--- src/rtl/calc_data_stack_pkg.sv ---
// Shared constants and types for the calculator operand stack.
// Number width/zero and stack geometry live here so the stack and its
// storage agree on one definition.
package calc_data_stack_pkg;

  // Width of one calculator number and its zero value.
  localparam int              CD_N = 16;
  localparam logic [CD_N-1:0] CD_0 = '0;

  // Default stack geometry: depth and count width ($clog2(depth)+1).
  localparam int DS_DEPTH = 8;
  localparam int DS_CNT_N = 4;

  // Stack operation requested in a cycle, before full/empty qualification.
  typedef enum logic [1:0] {
    OP_HOLD = 2'd0,
    OP_PUSH = 2'd1,
    OP_POP  = 2'd2,
    OP_REPL = 2'd3   // push+pop together: overwrite the top entry
  } stk_op_e;

  // Map the push/pop strobes onto an operation code.
  function automatic stk_op_e f_decode_op(input logic push, input logic pop);
    stk_op_e op;
    case ({push, pop})
      2'b10:   op = OP_PUSH;
      2'b01:   op = OP_POP;
      2'b11:   op = OP_REPL;
      default: op = OP_HOLD;
    endcase
    return op;
  endfunction

endpackage

--- src/rtl/calc_lifo_mem.sv ---
// DEPTH x DATA_W register file backing the operand stack.
// One synchronous write port, two asynchronous read ports (top and
// second-from-top). A read of the address being written returns the old
// contents until the edge.
module calc_lifo_mem #(
  parameter int DATA_W = 16,
  parameter int DEPTH  = 8,
  parameter int AW     = $clog2(DEPTH)
) (
  input  logic              Clock,
  input  logic              we,
  input  logic [AW-1:0]     waddr,
  input  logic [DATA_W-1:0] wdata,
  input  logic [AW-1:0]     raddr0,
  input  logic [AW-1:0]     raddr1,
  output logic [DATA_W-1:0] rdata0,
  output logic [DATA_W-1:0] rdata1
);

  logic [DEPTH-1:0][DATA_W-1:0] r_mem;

  // Single write port; contents are not reset (validity is tracked by count).
  always_ff @(posedge Clock) begin
    if (we) r_mem[waddr] <= wdata;
  end

  assign rdata0 = r_mem[raddr0];
  assign rdata1 = r_mem[raddr1];

endmodule

--- src/rtl/calc_data_stack.sv ---
// LIFO operand stack for the calculator controller.
// Holds the entry count and sticky overflow/underflow flags, decodes
// reset > clear > push/pop priority, and gates the two read ports to zero
// when the addressed entry is not valid.
module calc_data_stack
  import calc_data_stack_pkg::*;
#(
  parameter int DATA_W = CD_N,
  parameter int DEPTH  = DS_DEPTH,
  parameter int CNT_W  = DS_CNT_N
) (
  input  logic              Clock,
  input  logic              Reset,
  input  logic              dt_push,
  input  logic              dt_pop,
  input  logic              dt_clear,
  input  logic [DATA_W-1:0] dt_din,
  output logic [DATA_W-1:0] dt_data,
  output logic [DATA_W-1:0] dt_data2,
  output logic              dt_empty,
  output logic              dt_full,
  output logic [CNT_W-1:0]  dt_count,
  output logic              dt_ovf,
  output logic              dt_udf
);

  localparam int               AW      = $clog2(DEPTH);
  localparam logic [CNT_W-1:0] DEPTH_C = CNT_W'(DEPTH);

  logic [CNT_W-1:0]  r_count;
  logic              r_ovf;
  logic              r_udf;

  stk_op_e           w_op;
  logic              w_empty;
  logic              w_full;
  logic [AW-1:0]     w_top_addr;
  logic [AW-1:0]     w_sec_addr;
  logic              w_we_dec;
  logic              w_we;
  logic [AW-1:0]     w_waddr;
  logic [CNT_W-1:0]  w_cnt_nxt;
  logic              w_ovf_set;
  logic              w_udf_set;
  logic [DATA_W-1:0] w_rd_top;
  logic [DATA_W-1:0] w_rd_sec;

  assign w_empty = (r_count == '0);
  assign w_full  = (r_count == DEPTH_C);

  // Pointer arithmetic is modulo DEPTH: at count==DEPTH the low bits are 0,
  // so count-1 wraps to DEPTH-1, which is exactly the top slot.
  assign w_top_addr = r_count[AW-1:0] - AW'(1);
  assign w_sec_addr = r_count[AW-1:0] - AW'(2);

  // Qualify the requested op against full/empty to get write, next count and flag sets.
  always_comb begin
    w_op      = f_decode_op(dt_push, dt_pop);
    w_we_dec  = 1'b0;
    w_waddr   = r_count[AW-1:0];
    w_cnt_nxt = r_count;
    w_ovf_set = 1'b0;
    w_udf_set = 1'b0;
    case (w_op)
      OP_PUSH: begin
        if (!w_full) begin
          w_we_dec  = 1'b1;
          w_cnt_nxt = r_count + 1'b1;
        end else begin
          w_ovf_set = 1'b1;
        end
      end
      OP_POP: begin
        if (!w_empty) w_cnt_nxt = r_count - 1'b1;
        else          w_udf_set = 1'b1;
      end
      OP_REPL: begin
        // Replace-top is legal even when full; only an empty stack faults.
        if (!w_empty) begin
          w_we_dec = 1'b1;
          w_waddr  = w_top_addr;
        end else begin
          w_udf_set = 1'b1;
        end
      end
      default: ;
    endcase
  end

  // Reset and clear both suppress the memory write so no stale entry moves.
  assign w_we = w_we_dec & Reset & ~dt_clear;

  // Count and sticky flags: reset > clear > qualified push/pop.
  always_ff @(posedge Clock) begin
    if (!Reset) begin
      r_count <= '0;
      r_ovf   <= 1'b0;
      r_udf   <= 1'b0;
    end else if (dt_clear) begin
      r_count <= '0;
      r_ovf   <= 1'b0;
      r_udf   <= 1'b0;
    end else begin
      r_count <= w_cnt_nxt;
      if (w_ovf_set) r_ovf <= 1'b1;
      if (w_udf_set) r_udf <= 1'b1;
    end
  end

  calc_lifo_mem #(
    .DATA_W (DATA_W),
    .DEPTH  (DEPTH),
    .AW     (AW)
  ) u_mem (
    .Clock  (Clock),
    .we     (w_we),
    .waddr  (w_waddr),
    .wdata  (dt_din),
    .raddr0 (w_top_addr),
    .raddr1 (w_sec_addr),
    .rdata0 (w_rd_top),
    .rdata1 (w_rd_sec)
  );

  assign dt_data  = !w_empty              ? w_rd_top : DATA_W'(CD_0);
  assign dt_data2 = (r_count >= CNT_W'(2)) ? w_rd_sec : DATA_W'(CD_0);
  assign dt_empty = w_empty;
  assign dt_full  = w_full;
  assign dt_count = r_count;
  assign dt_ovf   = r_ovf;
  assign dt_udf   = r_udf;

endmodule

--- config.mk ---
export PLATFORM = sky130hd
export DESIGN_NAME = calc_data_stack
export DESIGN_NICKNAME = d
export VERILOG_FILES = /design/src/rtl/calc_data_stack_pkg.sv /design/src/rtl/calc_lifo_mem.sv /design/src/rtl/calc_data_stack.sv
export SDC_FILE = /design/constraint.sdc
export NUM_CORES = 1
export LEC_CHECK = 0
export CORE_ASPECT_RATIO = 0.5
export CORE_MARGIN = 10
export CORE_UTILIZATION = 50
export CTS_CLUSTER_SIZE = 8
export DETAILED_ROUTE_END_ITERATION = 10
export HOLD_SLACK_MARGIN = 0.1
export PLACE_DENSITY = 0.81
export SLEW_MARGIN = 40
export SYNTH_ARGS = -nofsm -noshare
export SYNTH_HDL_FRONTEND = slang
export SYNTH_SLANG_ARGS = --single-unit
--- constraint.sdc ---
create_clock -name Clock -period 3.64 [get_ports Clock]
set_clock_uncertainty 0.1 [all_clocks]
set_input_delay 0.91 -clock Clock [delete_from_list [all_inputs] [get_ports Clock]]
set_output_delay 0.91 -clock Clock [all_outputs]
set_load 0.05 [all_outputs]
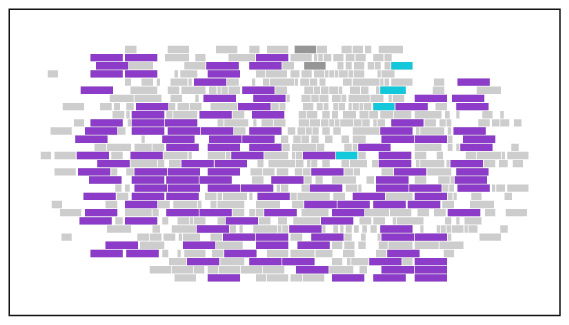
Fig. 1. Where the registers sit (run 1).
(3 px per um) Other sequential cells in the stronger grey, the rest of the logic in the fainter grey.
[cyan] dt_count | flops: 4
[purple] u_mem.r_mem | flops: 128
fin util: 65.5%
Seq. pwr: 1.71 mW
flop share of the area: 47.1%

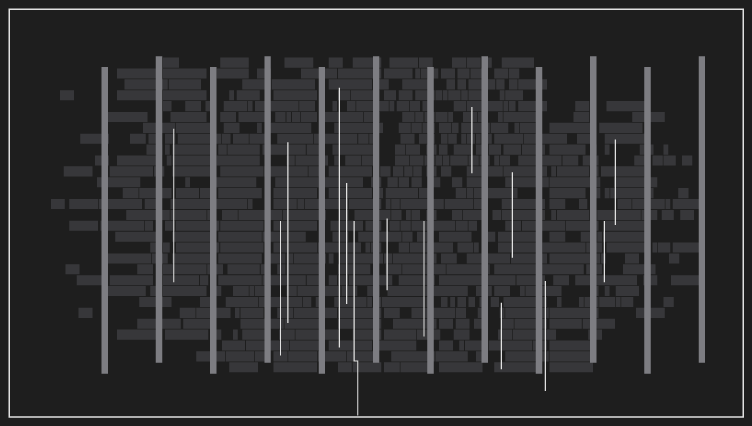
Fig. 2. M4 wires (run 1).
(4 px per um) Supply wires on this layer in grey. Cells faint in the background.
wire length on this layer: 423 um
share of all routed wire: 2.6%
longest straight run: 64.6 um
nets with wire on the layer: 9
main direction: vertical
via count: 4307
drt total wl: 16000 um

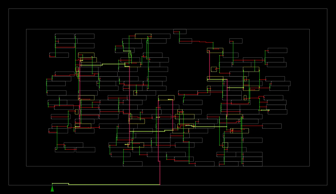
Fig. 3. Clock routing (run 1).
cts bufs inserted: 17
clock buf count: 20
clock sinks: 134
seq_cells: 134
clk pwr: 1.53 mW

==> results.sh, run 1 <==
# flow metrics
export IMPL_syn_inst=435
export IMPL_antenna_left=0
export IMPL_gr_usage_met3_pct=4.18
export IMPL_taps=170
export IMPL_synth_area_um2=6650
export IMPL_antennaDiodeCount=0
export IMPL_drive_gt1_share_pct=39.4
export IMPL_wl_met2_um=7700
export IMPL_grtUsageMet1_pct=22.4
export IMPL_hp_class="reg -> reg"
export IMPL_cp_num_cells=7
export IMPL_grt_max_degree=104
export IMPL_final_area_um2=8420
export IMPL_critical_path_top_delay_family="buffers and inverters"
export IMPL_post_cts_setup_buffers=0
export IMPL_floorplan_nets=462
export IMPL_setup_viol=0
export IMPL_cts_max_level=4
export IMPL_ys_sh_xor_pct=1.43
export IMPL_ys_sh_simple_pct=5.61
export IMPL_required_ps=2630
export IMPL_ys_sh_aoi_pct=6.59
export IMPL_finalClockPeriodUsage_pct=96.5
export IMPL_antenna_found_initial=0
export IMPL_finalMaxSlewViolations=0
export IMPL_start_kind="flip-flop"
export IMPL_largest_register_ffs=128
export IMPL_max_vdd_ir_drop_uv=259
export IMPL_gp_congestion=0.772
export IMPL_wl_met1_um=6620
export IMPL_area_growth_pct=26.6
export IMPL_synth_seq_share_pct=59.6
export IMPL_avgRoutedWirePerCell_um=23.1
export IMPL_cts_tree="done"
export IMPL_grt_pass1_wl_um=25000
export IMPL_crit_end="dt_data[5]"
export IMPL_status="completed"
export IMPL_postCtsHoldBufs=0
export IMPL_routed_wl_met3_um=1290
export IMPL_cpPeakStageDelay_ps=460
export IMPL_synthAdderAreaFrac_pct=1.24
export IMPL_synth_area_mux_share_pct=22.1
export IMPL_postSynthAreaPerCell_um2=15.3
export IMPL_ys_area_um2=6650
export IMPL_clock_area_share_pct=6.21
export IMPL_cts_resized=0
export IMPL_relSlewSlack_pct=57.1
export IMPL_dr_pass1_iters=5
export IMPL_layout_setup_ws_ps=126
export IMPL_pin_count=61
export IMPL_synth_seq_cells=134
export IMPL_top_usage_layer="met2"
export IMPL_dp_slack_ps=396
export IMPL_period_needed_ps=3510
export IMPL_gr_usage_met2_pct=27.9
export IMPL_edf_count=128
export IMPL_yosysWarnings=0
export IMPL_avgViaCountPerCell=6.20
export IMPL_grt_ovfl_total=0
export IMPL_min_path_cells=2
export IMPL_clockRootBuffer="clkbuf_16"
export IMPL_logic_family="multiplexers"
export IMPL_final_comb_area_um2=2610
export IMPL_grt_pass1_vias=4378
export IMPL_crit_chain="inv_1 -> ha_1 -> xor2_2 -> buf_4 -> nand2_1 -> a21oi_4 -> buf_12"
export IMPL_fp_util_pct=51.8
run 1: cells in the mapped netlist (5+ instances only):
cell type | instances | area (um^2)
a211oi_1 | 13 | 97.6
clkbuf_1 | 7 | 26.3
dfxtp_1 | 6 | 120
nor2_1 | 6 | 22.5
buf_4 | 9 | 67.6
nor3_1 | 11 | 55.1
o21ai_0 | 6 | 30.0
mux4_2 | 33 | 743
a21oi_1 | 21 | 105
mux2_2 | 58 | 653
nand2_1 | 41 | 154
xnor2_1 | 6 | 52.6
buf_2 | 10 | 50.1
edfxtp_1 | 128 | 3840
ha_1 | 5 | 62.6
o22ai_1 | 26 | 163
mux2i_1 | 7 | 70.1
run 1: report_power, final:
group	switching [mW]	leakage, nW	internal [mW]
clock network	0.609	0.256	0.922
logic	0.438	1.30	0.313
registers	0.00632	1.20	1.70
total	1.05	2.76	2.94
Fig. 4: run 1, signal wires by layer
(3 px per um)
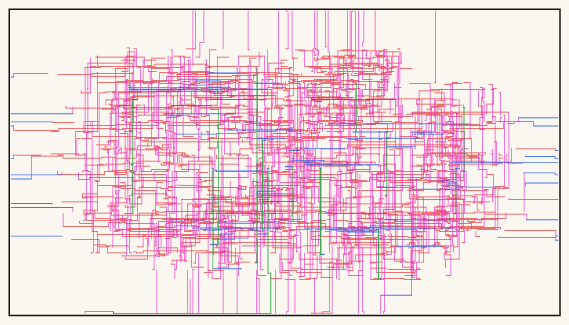

## Run 2: what changed since run 1
- CELL_PAD_IN_SITES_DETAIL_PLACEMENT: unset -> 1
- CELL_PAD_IN_SITES_GLOBAL_PLACEMENT: unset -> 2
- CORE_ASPECT_RATIO: 0.5 -> unset
- CORE_UTILIZATION: 50 -> 40
- PLACE_DENSITY: 0.81 -> 0.83
- SYNTH_HIERARCHICAL: unset -> 1
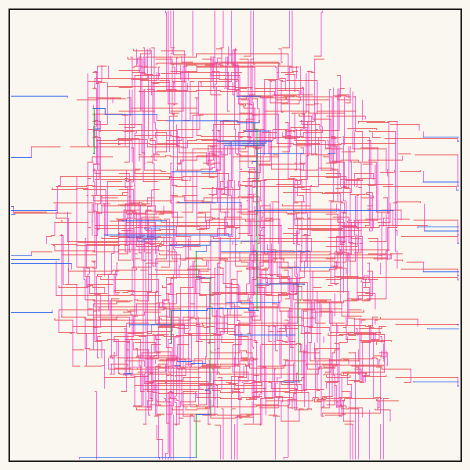
Fig. 5. Signal wires by layer (run 2).
(3 px per um)
[red] M1 | wire length: 7120 um
[blue] M3 | wire length: 740 um
[magenta] M2 | wire length: 8810 um
[green] M4 | wire length: 191 um
wire per inst: 25.1 um
Overall Global Routing Usage: 15.4%
via count: 3773
drt total wl: 16900 um

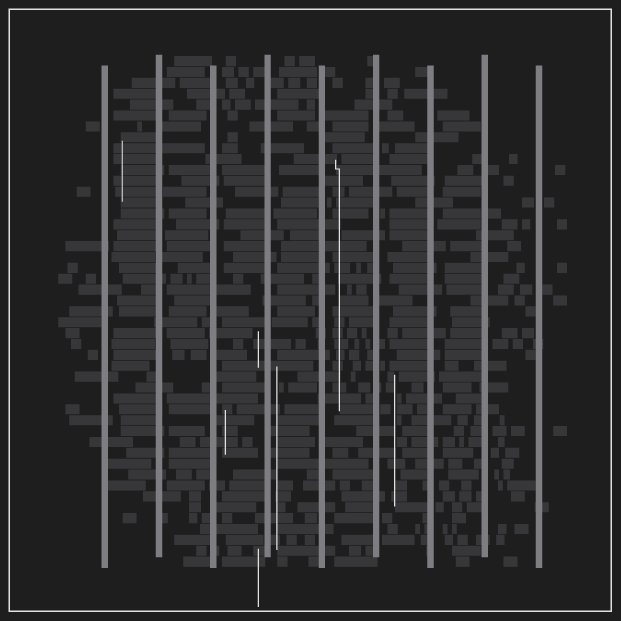
Fig. 6. M4 wires (run 2).
(4 px per um) Supply wires on this layer in grey. Cells faint in the background.

==> run 2 against run 1 <==
  * Sequential cell count stayed put
  * Sequential share of layout area decreased by 0.30 points
  * Final cell count decreased by 3.2%
  * Highest routed layer unchanged
  * Synthesized cell count is 20% lower
  * Register-to-register slack worse by 260 ps
  * Count of clock-buffer cells in the layout shrank 2
==> results.sh, run 2 <==
# flow metrics
export IMPL_routed_wl_met3_um=740
export IMPL_ys_sh_simple_pct=5.96
export IMPL_cts_tree="done"
export IMPL_gp_congestion=0.736
export IMPL_hp_class="reg -> reg"
export IMPL_period_needed_ps=3540
export IMPL_cp_num_cells=9
export IMPL_dp_slack_ps=277
export IMPL_crit_end="dt_data[12]"
export IMPL_wl_met1_um=7120
export IMPL_switching_share_pct=23.2
export IMPL_p_sw_uw=933
export IMPL_antenna_left=0
export IMPL_synthAdderAreaFrac_pct=0.739
export IMPL_grt_max_degree=33
export IMPL_clockRootBuffer="clkbuf_16"
export IMPL_ff_count=134
export IMPL_finalMaxSlewViolations=0
export IMPL_pg_comb_uw=536
export IMPL_yosysWarnings=6
export IMPL_ys_area_um2=6780
export IMPL_required_ps=2630
export IMPL_final_core_util_pct=51.1
export IMPL_max_vdd_ir_drop_uv=301
export IMPL_cts_max_level=4
export IMPL_grt_pass1_vias=4196
export IMPL_finalClockPeriodUsage_pct=97.3
export IMPL_n_clock_buffer=18
export IMPL_yosysTopAreaCell="edfxtp_1"
export IMPL_final_comb_area_um2=2710
export IMPL_antenna_found_initial=0
export IMPL_postCtsHoldBufs=0
export IMPL_crit_chain="inv_1 -> ha_2 -> xor2_4 -> buf_12 -> buf_16 -> mux4_1 -> mux2_2 -> nor2b_2 -> buf_4"
export IMPL_layout_setup_ws_ps=97.8
export IMPL_relSlewSlack_pct=57.7
export IMPL_synth_area_mux_share_pct=30.1
export IMPL_top_usage_layer="met2"
export IMPL_cts_sinks=134
export IMPL_grt_pass1_wl_um=25600
export IMPL_cpPeakStageDelay_ps=320
export IMPL_start_kind="flip-flop"
export IMPL_largest_register_ffs=128
export IMPL_status="completed"
export IMPL_seq_cell_share_pct=46.8
export IMPL_cts_resized=2
export IMPL_synth_area_um2=6780
[run 2: cell types whose count changed in the layout (fill, tap and decap cells not counted), moves of 13 or more]
cell and delta:
a211oi_1 -13, o22ai_1 -26, buf_12 -20, mux2_2 -26
nand2_1 -34, mux4_2 -25, mux4_1 +56, buf_4 +22
nor2b_2 +16
[run 2: worst min path at each step]
stage                             end        start  cells after the start
after global routing           dt_ovf       dt_ovf                      2
final                          dt_ovf       dt_ovf                      2
after floorplan           dt_count[0]  dt_count[0]                      2
after CTS                      dt_ovf       dt_ovf                      2
after detailed placement       dt_ovf       dt_ovf                      2
after global placement         dt_ovf       dt_ovf                      2
Fig. 7: run 2, placement density heat map
(2 px per um) The die is cut into 15 by 15 equal tiles; white is low, dark blue is high, 0 to 100% covered.
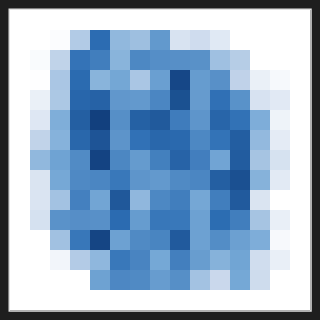

## Run 3: what changed since run 2
- CORE_MARGIN: 10 -> unset
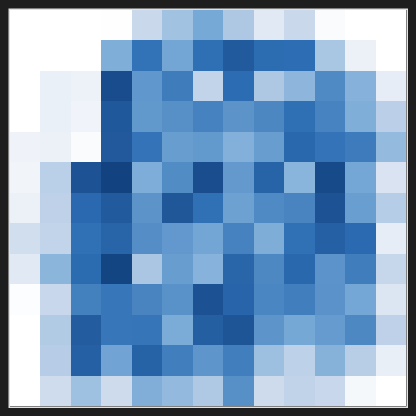
Fig. 8. Placement density heat map (run 3).
(3 px per um) The die is cut into 13 by 13 equal tiles; white is low, dark blue is high, 0 to 100% covered.
fullest tile: 93%
emptiest ninth of the die: north-west
tiles over 75% full: 18%
mean over tiles: 47%
nearly empty tiles: 10%
FP Util: 40.9%
core area: 16600 um^2
fin util: 50.8%

==> run 3 against run 2 <==
  * Count of clock-buffer cells in the layout grew 4
  * Highest routed layer unchanged
  * Register-to-register slack gained 160 ps
  * Cell area shrank 0.53%
  * Wire length shrank 4.0%
  * Synthesized area is the same
  * Via count shrank 0.40%
  * Worst setup slack lost 42 ps
  * Global-route usage grew 4.2 points
  * Sequential share of layout area grew 0.28 points
  * Final cell count grew 0.15%
  * Critical path type unchanged
==> results.sh, run 3 <==
# flow metrics
export IMPL_antenna_left=0
export IMPL_worstSetupPathType="reg -> out"
export IMPL_pin_count=61
export IMPL_postCtsHoldBufs=0
export IMPL_lay_top_cells="edfxtp_1 (128), buf_4 (61), mux4_1 (56)"
export IMPL_ys_sh_simple_pct=5.96
export IMPL_yosysTopAreaCell="edfxtp_1"
export IMPL_layout_cells_most_common="edfxtp_1"
export IMPL_drt_iter0_drc=204
export IMPL_placed_area_um2=7750
export IMPL_antennaDiodeCount=0
export IMPL_synth_area_um2=6780
export IMPL_gr_usage_met2_pct=34.3
export IMPL_dp_cells=637
export IMPL_layout_setup_ws_ps=56.3
export IMPL_cts_max_level=4
export IMPL_grt_pass1_wl_um=24500
export IMPL_logic_family="multiplexers"
export IMPL_yosysWarnings=6
export IMPL_ys_area_um2=6780
export IMPL_relSlewSlack_pct=66.8
export IMPL_wl_met1_um=7140
export IMPL_avgViaCountPerCell=5.58
export IMPL_fin_cells=674
export IMPL_ctsLongestPathBuffers=2
export IMPL_synth_area_mux_share_pct=30.1
export IMPL_clockRootBuffer="clkbuf_16"
export IMPL_ys_sh_xor_pct=0.905
export IMPL_flop_cell="edfxtp_1"
export IMPL_dp_hpwl_um=10200
export IMPL_power_leakage_nw=3.09
export IMPL_finalClockPeriodUsage_pct=98.5
export IMPL_synth_seq_cells=134
export IMPL_max_vdd_ir_drop_uv=313
export IMPL_cts_resized=3
export IMPL_synthAdderAreaFrac_pct=0.739
export IMPL_required_ps=2630
export IMPL_top_register="u_mem/r_mem"
export IMPL_gp_congestion=0.705
export IMPL_cts_tree="done"
export IMPL_finalMaxSlewViolations=0
export IMPL_grt_pass1_vias=4129
export IMPL_wl_um=16200
export IMPL_start_kind="flip-flop"
export IMPL_antenna_found_initial=0
export IMPL_yosysTopAreaCellShare_pct=56.7
export IMPL_path_clk_slew_ps=60
export IMPL_end_kind="output pin"
export IMPL_routed_wl_met3_um=456
export IMPL_final_area_um2=8430
export IMPL_hp_class="reg -> reg"
export IMPL_crit_chain="inv_1 -> ha_1 -> xor2_4 -> buf_12 -> clkbuf_16 -> mux4_1 -> mux2_2 -> nor2b_2 -> buf_4"
export IMPL_top_usage_layer="met2"
export IMPL_avgRoutedWirePerCell_um=24.0
export IMPL_cpPeakStageDelay_ps=360
export IMPL_critical_path_top_delay_family="buffers and inverters"
export IMPL_dp_slack_ps=357
export IMPL_warning_count=29
export IMPL_largest_register_ffs=128
export IMPL_crit_buf_inv=4
export IMPL_ys_cells=350
export IMPL_cts_sinks=134
export IMPL_period_needed_ps=3580
export IMPL_synth_seq_share_pct=58.5
export IMPL_status="completed"
export IMPL_grt_max_degree=39
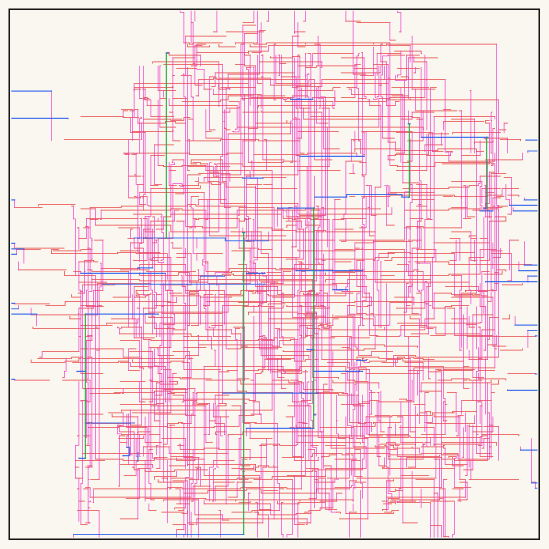
Fig. 9. Signal wires by layer (run 3).
(4 px per um)
[red] M1 | wire length: 7140 um
[magenta] M2 | wire length: 8340 um
[blue] M3 | wire length: 456 um
[green] M4 | wire length: 249 um
Overall Global Routing Usage: 19.6%
via count: 3758

[run 3: cell counts after synthesis]
Identical to the previous run, type by type.
[run 3: power by group]
group          switching [mW]  internal, mW  total (mW)
Sequential            0.00680          1.70        1.71
Combinational           0.294         0.247       0.541
Clock                   0.602          1.07        1.67
[run 3: layout make-up]
cell class                 instances  area (um^2)
clock inverter                    10          130
clock buffer                      22          444
inverter                           4         15.0
multi-input combinational        188         2700
fill                            1523         8160
tap                              220          275
timing repair buffer              96          891
sequential                       134         3970
[run 3: worst paths after layout]
path,depth (start not counted),slack [ps],endpoint,start
min,2,380,dt_ovf,dt_ovf
min reg2reg,2,380,dt_ovf,dt_ovf
max,9,60,dt_data[4],dt_count[1]
max reg2reg,11,940,u_mem/r_mem[89],dt_count[1]
No activity file was given, so power comes from the tool's default toggle rates.
